### Metal 2, run 1

The bar under the picture is 20 um long.
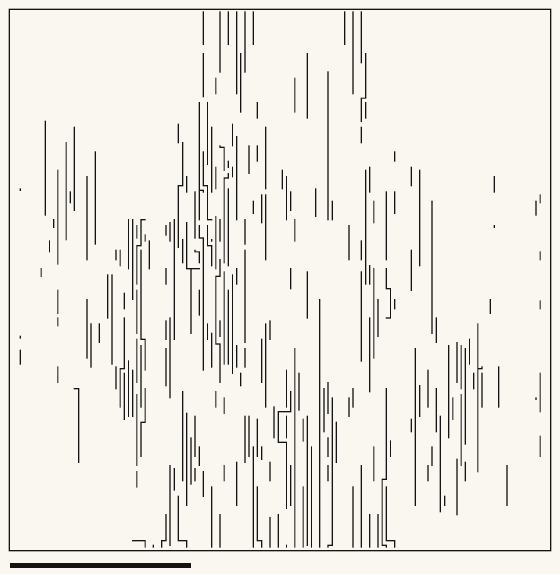
### Placed cells, one colour a class, run 1

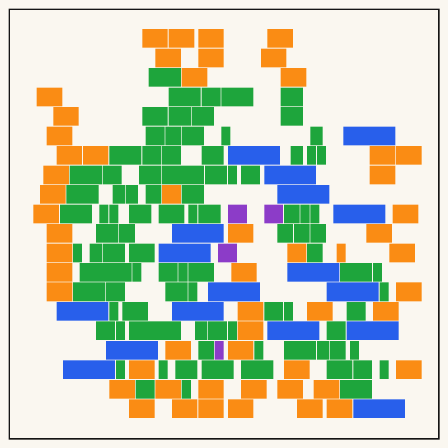
### Cell density map, run 1

The die is cut into 12 by 12 equal tiles; white is low, dark blue is high, 0 to 100% covered.
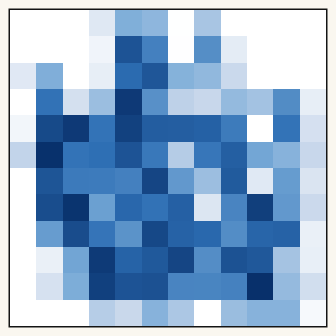
==> src/rtl/ecpeta_adder_if.sv <==
// ecpeta_adder_if: operand/result bundle (in_valid, A, B in; out_valid, sum out) with master (driver) and slave (adder) modports
interface ecpeta_adder_if #(parameter int n = 16);
  logic         in_valid;
  logic [n-1:0] A;
  logic [n-1:0] B;
  logic         out_valid;
  logic [n-1:0] sum;
  modport master (output in_valid, A, B, input out_valid, sum);
  modport slave (input in_valid, A, B, output out_valid, sum);
endinterface

==> src/rtl/ecpeta_adder.sv <==
// ecpeta_adder: registered approximate adder (exact upper n-k bits plus saturating carry-free lower k bits); ports clk, rst, bus.slave (in_valid, A, B -> out_valid, sum)
module ecpeta_adder #(
  parameter int n = 16,
  parameter int k = 6
) (
  input  logic                clk,
  input  logic                rst,
  ecpeta_adder_if.slave       bus
);
  logic [k-1:0] gen;
  logic [k-1:0] sat;
  logic [k-1:0] lo;
  logic [n-k-1:0] hi;
  logic cin;
  assign gen = bus.A[k-1:0] & bus.B[k-1:0];
  for (genvar i = 0; i < k; i++) begin : g_sat
    assign sat[i] = |gen[k-1:i];
  end
  assign lo  = (bus.A[k-1:0] ^ bus.B[k-1:0]) | sat;
  assign cin = gen[k-1];
  assign hi  = bus.A[n-1:k] + bus.B[n-1:k] + (n-k)'(cin);
  always_ff @(posedge clk) begin
    if (rst) begin
      bus.out_valid <= 1'b0;
      bus.sum       <= '0;
    end else begin
      bus.out_valid <= bus.in_valid;
      if (bus.in_valid) bus.sum <= {hi, lo};
    end
  end
endmodule

==> src/flat_wrapper.sv <==
// flat-port wrapper written by rule: the top's interface ports become plain ports
module ecpeta_adder_flat 
#(
  parameter int n = 16,
  parameter int k = 6
)
  (clk, rst, bus_in_valid, bus_A, bus_B, bus_out_valid, bus_sum);
  ecpeta_adder_if #(.n(n)) bus_i ();
  input  logic clk;
  input  logic rst;
  input wire logic [$bits(bus_i.in_valid)-1:0] bus_in_valid;
  input wire logic [$bits(bus_i.A)-1:0] bus_A;
  input wire logic [$bits(bus_i.B)-1:0] bus_B;
  output wire logic [$bits(bus_i.out_valid)-1:0] bus_out_valid;
  output wire logic [$bits(bus_i.sum)-1:0] bus_sum;
  assign bus_i.in_valid = bus_in_valid;
  assign bus_i.A = bus_A;
  assign bus_i.B = bus_B;
  assign bus_out_valid = bus_i.out_valid;
  assign bus_sum = bus_i.sum;
  ecpeta_adder #(.n(n), .k(k)) u_core (.clk(clk), .rst(rst), .bus(bus_i));
endmodule
==> config.mk <==
export PLATFORM = sky130hd
export DESIGN_NAME = ecpeta_adder_flat
export DESIGN_NICKNAME = d
export VERILOG_FILES = /design/src/rtl/ecpeta_adder_if.sv /design/src/rtl/ecpeta_adder.sv /design/src/flat_wrapper.sv
export SDC_FILE = /design/constraint.sdc
export NUM_CORES = 1
export LEC_CHECK = 0
export CAP_MARGIN = 10
export CORE_MARGIN = 2
export CORE_UTILIZATION = 35
export CTS_CLUSTER_DIAMETER = 150
export CTS_CLUSTER_SIZE = 14
export DETAILED_ROUTE_END_ITERATION = 12
export PLACE_DENSITY = 0.74
export RECOVER_POWER = 25
export SKIP_CTS_REPAIR_TIMING = 1
export SYNTH_ARGS = -nofsm -noshare
export SYNTH_HDL_FRONTEND = slang
export SYNTH_SLANG_ARGS = --single-unit
export TNS_END_PERCENT = 1
==> constraint.sdc <==
create_clock -name clk -period 2.7 [get_ports clk]
set_input_delay 0.27 -clock clk [delete_from_list [all_inputs] [get_ports clk]]
set_output_delay 0.27 -clock clk [all_outputs]
set_load 0.05 [all_outputs]
==> flow_summary.yaml, run 1 <==
# synthesis and place-and-route metrics
global_route:
  antenna_found_initial: 0
  use_met1: 0.181
finish:
  seq_cells: 17
  final_cell_mix: "clkdlybuf4s50_1, nor2_1, dfxtp_1"
timing:
  rsz0062_at_grt: "false"
  finalHoldViolCount: 0
  fin_skew_ns: 0
  fin_ws_ns: 0.319
worst_setup_path:
  path_cells: "clkdlybuf4s50_1, and2_4, fa_1, inv_1, fa_1, nand2b_1, a21oi_2, a31oi_1, or4b_1, o311ai_1"
  cp_common_cell: "fa_1"
  ff2ff_setup_slack_ns: 1.87
  cpMaxStageDelayCell: "or4b_1"
  worst_ep_arrival_time_ns: 2.56
hold_path:
  hp-class: "reg2reg"
  whs_endpoint: "u_core.bus.sum[15]$_SDFFE_PP0P_"
  holdCritStartpoint: "u_core.bus.sum[15]$_SDFFE_PP0P_"
pwr:
  power_density_nw_per_um2: 453
  pwr-share-comb: 0.439
  total_power_mw: 0.749
logic_synthesis:
  synthAdderAreaFrac: 0.186
  synthSimpleGateAreaFrac: 0.169
place:
  dp_cells: 198
  dp_slack_ns: 0.0220
detailed_routing:
  vias_per_cell: 5.06
floorplan:
  fp_util: 0.362
run_status:
  status: "completed"
-- 'Metal 2' (at the start) --
- share of all routed wire: 51%
- nets with wire on the layer: 185
- wire length on this layer: 1,220 um
- longest straight run: 27.4 um
- main direction: vertical
final WL: 2.40 mm
via count: 1,023
grt met2 use: 0.264

-- 'Placed cells, one colour a class' (at the start) --
- flops: blue (cells 17; share of their area 21%)
- other buffers and delay cells: orange (cells 54; share of their area 33%)
- combinational and other logic: green (cells 94; share of their area 44%)
- clock drivers and dummy loads: purple (cells 4; share of their area 1.6%)
Design Area, Final: 1650 um2
final core occ: 0.550
flop share of the area: 0.206
FP Rows: 20

-- 'Cell density map' (at the start) --
- emptiest ninth of the die: upper right
- mean over tiles: 45%
- nearly empty tiles: 21%

==> run 2, diff against run 1 <==
--- a/config.mk
+++ b/config.mk
@@ -13,6 +13,7 @@
 export DETAILED_ROUTE_END_ITERATION = 12
 export PLACE_DENSITY = 0.74
 export RECOVER_POWER = 25
+export REMOVE_ABC_BUFFERS = 1
 export SKIP_CTS_REPAIR_TIMING = 1
 export SYNTH_ARGS = -nofsm -noshare
 export SYNTH_HDL_FRONTEND = slang
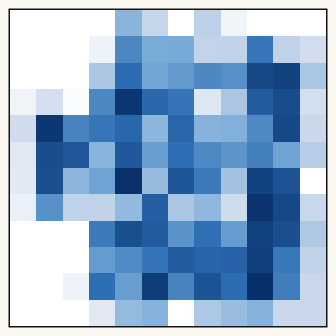
*Cell density map, run 2*
The die is cut into 12 by 12 equal tiles; white is low, dark blue is high, 0 to 100% covered.
- emptiest ninth of the die: upper left
- tiles over 75% full: 24%
- fullest tile: 100%
- nearly empty tiles: 19%
- mean over tiles: 45%

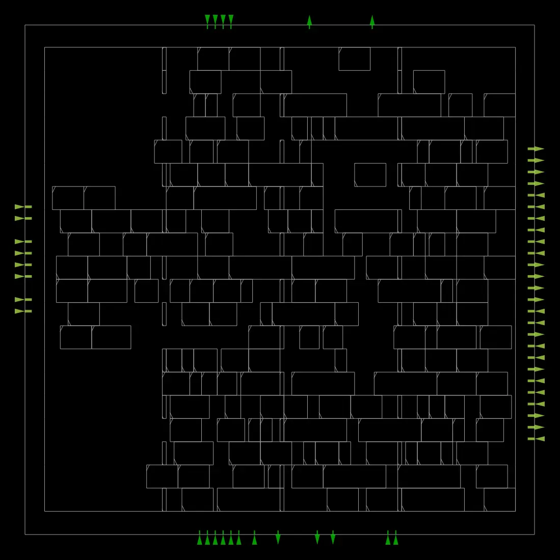
*Cell outlines without signal wires, run 2*
seq_cells: 17
core box area: 3000 um2
Final Non-Filler Cells: 202

==> run 2 against run 1 <==
Sequential power about the same. Setup slack better by 0.0012 ns. Global-route usage down 0.21 points. Final cell count unchanged. Synthesized cell count unchanged. Worst hold slack worse by 0.0052 ns. Register-to-register slack better by 0.02 ns. Highest routed layer unchanged.
==> flow_summary.yaml, run 2 <==
# synthesis and place-and-route metrics
logic_synthesis:
  synthSimpleGateAreaFrac: 0.169
global_route:
  use_met1: 0.180
  antenna_found_initial: 0
timing:
  tightest_slew_ns: 0.770
  finalHoldViolCount: 0
  rsz0062_at_grt: "false"
  fin_skew_ns: 0
pwr:
  power_density_nw_per_um2: 453
  pwr-share-comb: 0.439
  total_power_mw: 0.747
floorplan:
  fp_util: 0.362
  num_rows: 20
worst_setup_path:
  cp_common_cell: "fa_1"
  path_cells: "clkdlybuf4s50_1, and2_4, fa_1, inv_1, fa_1, nand2b_1, a21oi_2, buf_4, a41oi_2, nor4b_1, a211o_1"
  cpMaxStageDelayCell: "clkdlybuf4s50_1"
  worst_ep_arrival_time_ns: 2.61
  ff2ff_setup_slack_ns: 1.89
  crit_buf_inv: 3
finish:
  seq_share: 0.206
  design_area_um2: 1650
  final_util: 0.550
  final_cell_mix: "clkdlybuf4s50_1, nor2_1, dfxtp_1"
run_status:
  status: "completed"
detailed_routing:
  vias_per_cell: 5.02
  drt_iter0_markers: 26
place:
  dp_slack_ns: 0.0326
  dp_cells: 198
hold_path:
  hp-class: "reg2reg"
job:
  warnings: 25
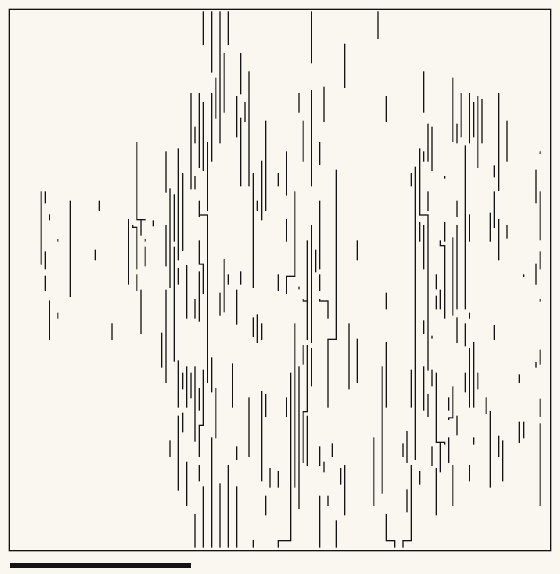
*Metal 2, run 2*
The bar under the picture is 20 um long.
- nets with wire on the layer: 184
- share of all routed wire: 45%
grt met2 use: 0.255
via count: 1,014
final WL: 2.47 mm

==> run 3, diff against run 2 <==
--- a/config.mk
+++ b/config.mk
@@ -11,7 +11,8 @@
 export CTS_CLUSTER_DIAMETER = 150
 export CTS_CLUSTER_SIZE = 14
 export DETAILED_ROUTE_END_ITERATION = 12
-export PLACE_DENSITY = 0.74
+export DONT_BUFFER_PORTS = 1
+export PLACE_DENSITY = 0.53
 export RECOVER_POWER = 25
 export REMOVE_ABC_BUFFERS = 1
 export SKIP_CTS_REPAIR_TIMING = 1
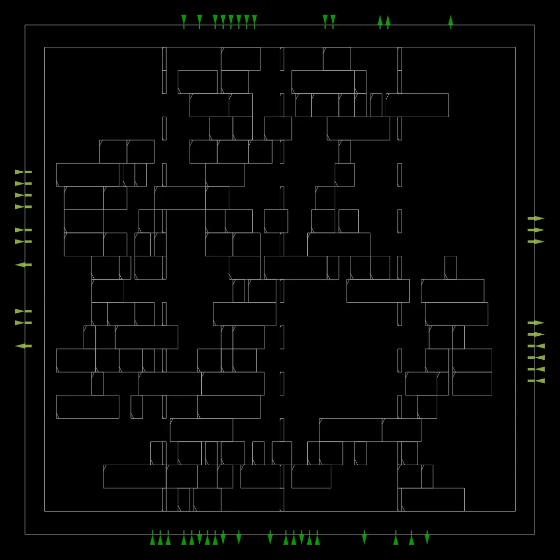
*Cell outlines without signal wires, run 3*
flop share of the area: 0.303
final core occ: 0.374

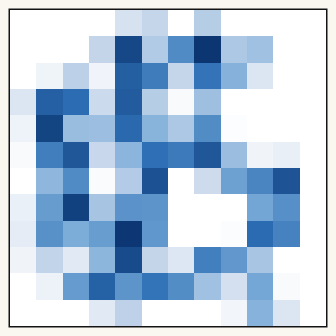
*Cell density map, run 3*
The die is cut into 12 by 12 equal tiles; white is low, dark blue is high, 0 to 100% covered.
- tiles over 75% full: 12%
- fullest tile: 98%
- nearly empty tiles: 33%
Pre-Place Util: 0.362

==> run 3 against run 2 <==
Routed wire length shrank 11%. Worst hold slack lost 0.42 ns. Largest cell class unchanged. Clock power grew 7%. Final area shrank 32%. Total power shrank 13%. Final cell count shrank 27%. Utilization shrank 18 points. Sequential cell count is the same. Largest power group is now sequential cells. Global-route usage shrank 1.6 points. Via count shrank 18%. Sequential power grew 31%. Non-clock buffer count shrank 54.
==> flow_summary.yaml, run 3 <==
# synthesis and place-and-route metrics
finish:
  design_area_um2: 1120
  final_cells: 148
  seq_cells: 17
place:
  dp_cells: 144
  dp_slack_ns: 0.478
timing:
  rsz0062_at_grt: "false"
  tightest_slew_ns: 0.526
  finalHoldViolCount: 0
run_status:
  status: "completed"
floorplan:
  num_rows: 20
  core_area_um2: 3000
detailed_routing:
  routed_wl_mm: 2.18
  routed-via-count: 832
  vias_per_cell: 5.62
  drt_iter0_markers: 11
worst_setup_path:
  crit_buf_inv: 1
  cpMaxStageDelayCell: "or4b_1"
  worst_ep_arrival_time_ns: 2.10
  path_cells: "and2_4, fa_1, inv_1, fa_1, nand2b_1, a21oi_2, a31oi_1, or4b_1, o311ai_1"
  cp_common_cell: "fa_1"
  ff2ff_setup_slack_ns: 1.59
global_route:
  use_met2: 0.217
  use_met1: 0.150
  antenna_found_initial: 0
pwr:
  total_power_mw: 0.648
job:
  warnings: 25
logic_synthesis:
  synthSimpleGateAreaFrac: 0.169
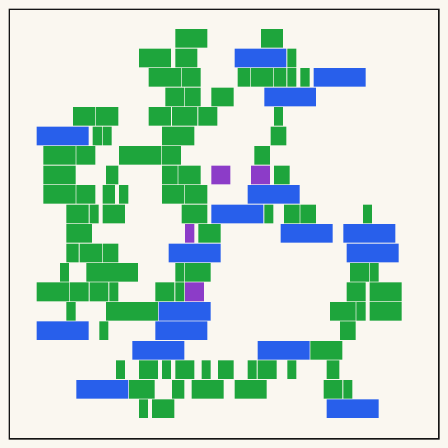
*Placed cells, one colour a class, run 3*
- clock drivers and dummy loads: purple (cells 4; share of their area 2.4%)
- combinational and other logic: green (cells 94; share of their area 66%)
- flops: blue (cells 17; share of their area 31%)

Power is estimated from default activity; no workload was simulated.
